==> config.mk <==
export PLATFORM = sky130hd
export DESIGN_NAME = tt_sweep_ctrl_flat
export DESIGN_NICKNAME = d
export VERILOG_FILES = /design/src/rtl/tt_sweep_ctrl_pkg.sv /design/src/rtl/tt_sweep_ctrl_if.sv /design/src/rtl/tt_sweep_ctrl_settle_timer.sv /design/src/rtl/tt_sweep_ctrl.sv /design/src/flat_wrapper.sv
export SDC_FILE = /design/constraint.sdc
export NUM_CORES = 1
export LEC_CHECK = 0
export CAP_MARGIN = 20
export CORE_ASPECT_RATIO = 2
export CORE_UTILIZATION = 35
export DETAILED_ROUTE_END_ITERATION = 7
export GPL_TIMING_DRIVEN = 0
export SKIP_CTS_REPAIR_TIMING = 1
export SYNTH_ARGS = -nofsm -noshare
export SYNTH_HDL_FRONTEND = slang
export SYNTH_SLANG_ARGS = --single-unit
==> constraint.sdc <==
create_clock -name clk -period 2.9 [get_ports clk]
set_clock_uncertainty 0.05 [all_clocks]
set_input_delay 0.58 -clock clk [delete_from_list [all_inputs] [get_ports clk]]
set_output_delay 0.58 -clock clk [all_outputs]
set_load 0.01 [all_outputs]
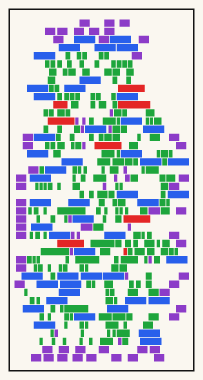
*Placement by cell class, run 1*
(3 px per um)
legend:
  green:
    class: all other logic
    cells: 216
    share_of_their_area: 44%
  purple:
    class: other buffers and delay cells
    cells: 72
    share_of_their_area: 19%
  blue:
    class: flip-flops
    cells: 49
    share_of_their_area: 31%
  red:
    class: clock drivers and dummy loads
    cells: 8
    share_of_their_area: 5.5%
core occupancy in the finished layout: 48.39%
standard-cell rows: 42
area of the core: 0.006674 mm^2

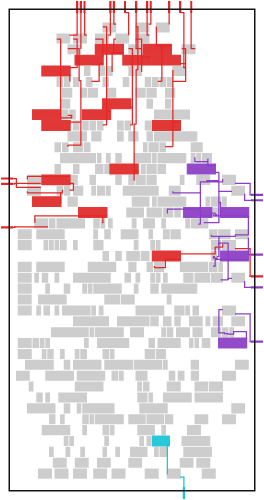
*Wires at chosen ports, followed through buffers, run 1*
(4 px per um)
legend:
  purple:
    port: bus_fail_count_o
    direction: output
    edge: east
    end_cells: 5
    wire: 176 um
  red:
    port: bus_captured_tt_o
    direction: output
    edge: 12 north, 3 west, 1 east
    end_cells: 16
    wire: 449 um
  cyan:
    port: bus_done_o
    direction: output
    edge: south
    end_cells: 1
    wire: 11.8 um
number of I/O pins: 52
number of port buffers: 51

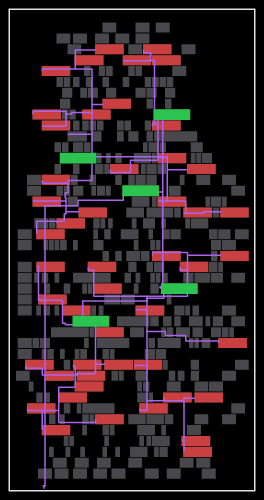
*Clock wires, drivers and flops, run 1*
(4 px per um)
legend:
  red:
    item: flip-flops
    count: 49
  purple:
    item: clock wires
    length: 695 um
  green:
    item: cells driving clock nets
    count: 5
routed clock nets: 6
share of total power in the clock network: 37.0%
latest clock arrival within the worst-skew pair: 0.30 ns
Clk. pwr: 0.690 mW

==> summary.log, run 1 <==
qor: drt.ant_nets 0
qor: setup_path.r2r_slack 0.22 ns
qor: setup_path.timing.critical_path.from_type register
qor: setup_path.cp.required 3.03 ns
qor: timing.hold_ws 0.4030 ns
qor: finish.fillers 679
qor: drt.total_number_of_vias 2234
qor: synthesis.post-synth-top-area-fraction 40.27%
qor: grt.grt_overflow_total 0
qor: finish.diodes 0
qor: synthesis.synth-main-ff-cell dfxtp_1
qor: clock_tree.tritoncts.num_buffers 5
qor: clock_tree.clk_root_buffer_cell clkbuf_16
qor: clock_tree.h-tree-depth 2
qor: clock_tree.clkSinkCount 49
qor: setup_path.cpMostUsedCell mux4_2
qor: place.pre_cts_ws 0.2323 ns
qor: drt.route.detailed.drc 0
qor: drt.vias_per_cell 5.159
qor: run.tool_warnings 33
qor: grt.grtUsageTotal 19.40%
qor: timing.fin_crit_sh 92.38%
qor: grt.grt_start_max_net_pins 15
qor: drt.finalWirelength 6.488 mm
qor: outcome.status finished clean
qor: die.fp.dieW 60.99 um
qor: setup_path.critical_path_end_type register
qor: synthesis.avgSynthCellArea 8.518 um^2
qor: timing.finalSetupTns 0 ns
qor: finish.final_cell_count_no_fill 433
qor: synthesis.ys_cells 286
qor: synthesis.post_synth_instance_area 0.002436 mm^2
qor: place.gp_congestion 0.7521
qor: grt.grt_pass1_vias 2276
qor: timing.rsz_0062_raised_after_global_routing no
qor: finish.area_overhead_vs_synth 32.56%
qor: setup_path.worst_r2r_path_depth 7
qor: synthesis.ys_async_sr_fraction 0%
qor: worst_hold_path.worstHoldPathCells 2
qor: power_and_ir_drop.p_leak 1.171 nW
qor: synthesis.synth.most_common_cell dfxtp_1
qor: synthesis.postSynthRegisterBits 49
qor: finish.post-route-cell-area 0.003229 mm^2
qor: synthesis.yosysWarnings 0
[run 1: critical path: cells and delay by family, from the launching register on]
family	cells	cell delay, ns
compound gates	1	0.26
xor+xnor	1	0.23
buf+inv	2	0.63
flops	1	0.40
mux	2	0.91
simple gates	1	0.08
[run 1: metal layers]
| layer | GRT usage [%] | wire length (um) | vias up |
|---|---|---|---|
| met5 | 0 | 0 | - |
| met4 | 8.239 | 137 | 0 |
| met3 | 3.233 | 145 | 8 |
| met2 | 35.58 | 3593 | 44 |
| met1 | 20.49 | 2612 | 1041 |
| li1 | - | - | 1141 |
[run 1: cell families (layout without fill, tap and decap cells)]
| group | after synthesis | in the layout | share of synthesized area (%) |
|---|---|---|---|
| multiplexers | 10 | 10 | 7.036 |
| flip-flops | 49 | 49 | 40.27 |
| AND-OR/OR-AND | 85 | 85 | 21.83 |
| buffers and inverters | 27 | 86 | 4.827 |
| adder cells (fa/ha/maj) | 10 | 10 | 5.136 |
| XOR/XNOR | 1 | 1 | 0.6679 |
| AND/OR/NAND/NOR | 104 | 104 | 20.24 |
[run 1: layout make-up]
cell class / count / area [um^2] / share of cell area, %
Buffer: 21 / 95.09 / 2.945
Inverter: 6 / 22.52 / 0.6974
Clock buffer: 7 / 142.6 / 4.417
Clock inverter: 1 / 30.03 / 0.9299
Tap cell: 88 / 110.1 / 3.410
Sequential cell: 49 / 980.9 / 30.38
Multi-Input combinational cell: 210 / 1338 / 41.42
Timing Repair Buffer: 51 / 510.5 / 15.81
[run 1: power breakdown]
group / internal, mW / total, mW / switching, mW
Combinational: 0.173 / 0.433 / 0.260
Sequential: 0.711 / 0.743 / 0.0329
Clock: 0.431 / 0.690 / 0.258
Total: 1.31 / 1.87 / 0.551
[run 1: stage by stage]
stage	util, %	power (mW)
3_3_place_gp	45.80	1.190
2_1_floorplan	-	1.037
4_1_cts	48.39	1.875
5_1_grt	48.39	1.951
3_5_place_dp	45.80	1.195
6_report	48.39	1.866
[run 1: cells in the final DEF (no fill, tap or decap), types with 4 or more instances in the layout]
cell type and n:
nor3_1 5, dfxtp_1 49, o21ai_0 15, nor2_1 13, inv_1 6, a21boi_0 15
nand3_1 20, a21oi_1 35, clkdlybuf4s50_1 51, a32o_1 4, clkbuf_1 19, clkbuf_16 5
nand2_1 43, ha_1 10, mux2i_1 4
==> run 1 -> run 2 <==
==> constraint.sdc (replaced) <==
create_clock -name clk -period 2.9 [get_ports clk]
set_clock_uncertainty 0.05 [all_clocks]
set_input_delay 0.58 -clock clk [delete_from_list [all_inputs] [get_ports clk]]
set_output_delay 0.58 -clock clk [all_outputs]
set_load 0.02 [all_outputs]
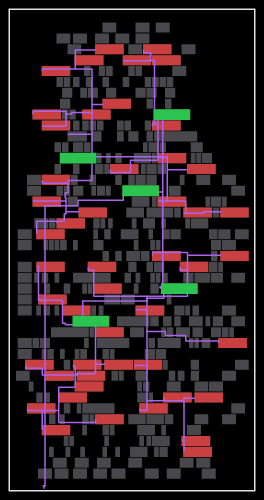
*Clock wires, drivers and flops, run 2*
(4 px per um)
legend:
  purple:
    item: clock wires
    length: 695 um
  red:
    item: flip-flops
    count: 49
  green:
    item: cells driving clock nets
    count: 5
routed clock nets: 6
flops lie: spread over the die
share of total power in the clock network: 36.8%

==> run 2 against run 1 <==
First-iteration DRC count stayed put. Worst setup slack unchanged. Sequential power about the same. Final cell count stayed put. Synthesized cell count unchanged. Area after synthesis stayed put. Fmax is the same. Critical path type unchanged. Highest routed layer unchanged. Non-clock buffer count unchanged. Largest power group unchanged. Critical endpoint unchanged.
==> summary.log, run 2 <==
qor: finish.final_cell_count_no_fill 433
qor: finish.postLayoutCoreUtil 48.39%
qor: drt.finalWirelength 6.488 mm
qor: drt.total_number_of_vias 2234
qor: die.core.rowCount 42
qor: clock_tree.worst_skew_pair.late_latency 0.30 ns
qor: synthesis.postSynthRegisterBits 49
qor: place.gp_congestion 0.7521
qor: grt.grtUsageTotal 19.40%
qor: run.tool_warnings 33
qor: synthesis.synth-main-ff-cell dfxtp_1
qor: outcome.status finished clean
qor: synthesis.post-synth-top-area-fraction 40.27%
qor: clock_tree.clk_root_buffer_cell clkbuf_16
qor: finish.diodes 0
qor: synthesis.synth.most_common_cell dfxtp_1
qor: finish.fillers 679
qor: synthesis.ys_async_sr_fraction 0%
qor: grt.grt_overflow_total 0
qor: timing.hold_ws 0.4030 ns
qor: setup_path.cpMostUsedCell mux4_2
qor: setup_path.worst_r2r_path_depth 7
qor: drt.ant_nets 0
qor: setup_path.critical_path.top_delay_family multiplexers
qor: timing.fin_crit_sh 92.38%
qor: power_and_ir_drop.p_leak 1.171 nW
qor: synthesis.avgSynthCellArea 8.518 um^2
qor: drt.route.detailed.drc 0
qor: die.fp.dieW 60.99 um
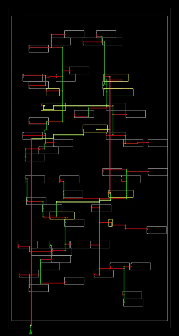
*Clock nets, run 2*
clock tree sinks: 49
flip-flop and latch count: 49
clock tree buffer count of the final layout: 7
CTS buffer count: 5

run 2: cell counts after synthesis:
No cell type changed its count.
run 2: stage by stage:
stage	instance area, um^2	power, mW
CTS	3229	1.886
global route	3229	1.962
global placement	3057	1.201
finish	3229	1.877
floorplan	2436	1.049
detailed placement	3057	1.206
run 2: worst min-delay path, cell delays in order, from the launching register on:
cell and delay [ns]:
dfxtp_1 0.31, nand2_1 0.05, a21oi_1 0.05
run 2: where the power goes:
group | switching, mW | total, mW | internal (mW)
Sequential | 0.0329 | 0.743 | 0.711
Combinational | 0.271 | 0.443 | 0.173
Clock | 0.258 | 0.690 | 0.431
Total | 0.562 | 1.88 | 1.31
run 2: final cells by class:
class / instances / area [um^2] / area share (%)
buffer: 21 / 95.09 / 2.945
clock buffer: 7 / 142.6 / 4.417
clock inverter: 1 / 30.03 / 0.9299
inverter: 6 / 22.52 / 0.6974
multi-input combinational: 210 / 1338 / 41.42
sequential: 49 / 980.9 / 30.38
tap: 88 / 110.1 / 3.410
timing repair buffer: 51 / 510.5 / 15.81
run 2: logic make-up after synthesis:
logic type,count (synthesis),synth area share [%]
AOI/OAI and AO/OA,85,21.83
muxes,10,7.036
and+or+nand+nor,104,20.24
adders and majority gates,10,5.136
xor gates and xnor gates,1,0.6679
buffers and inverters,27,4.827
DFF,49,40.27
run 2: routing by layer:
metal  routed length, um  vias to the layer above  GRT usage (%)  part of all wire [%]
met1                2612                     1041          20.49                    40
met2                3593                       44          35.58                    55
met4                 137                        0          8.239                   2.1
li1                    -                     1141              -                     -
met3                 145                        8          3.233                   2.2
met5                   0                        -              0                     0
No activity file was given, so power comes from the tool's default toggle rates.
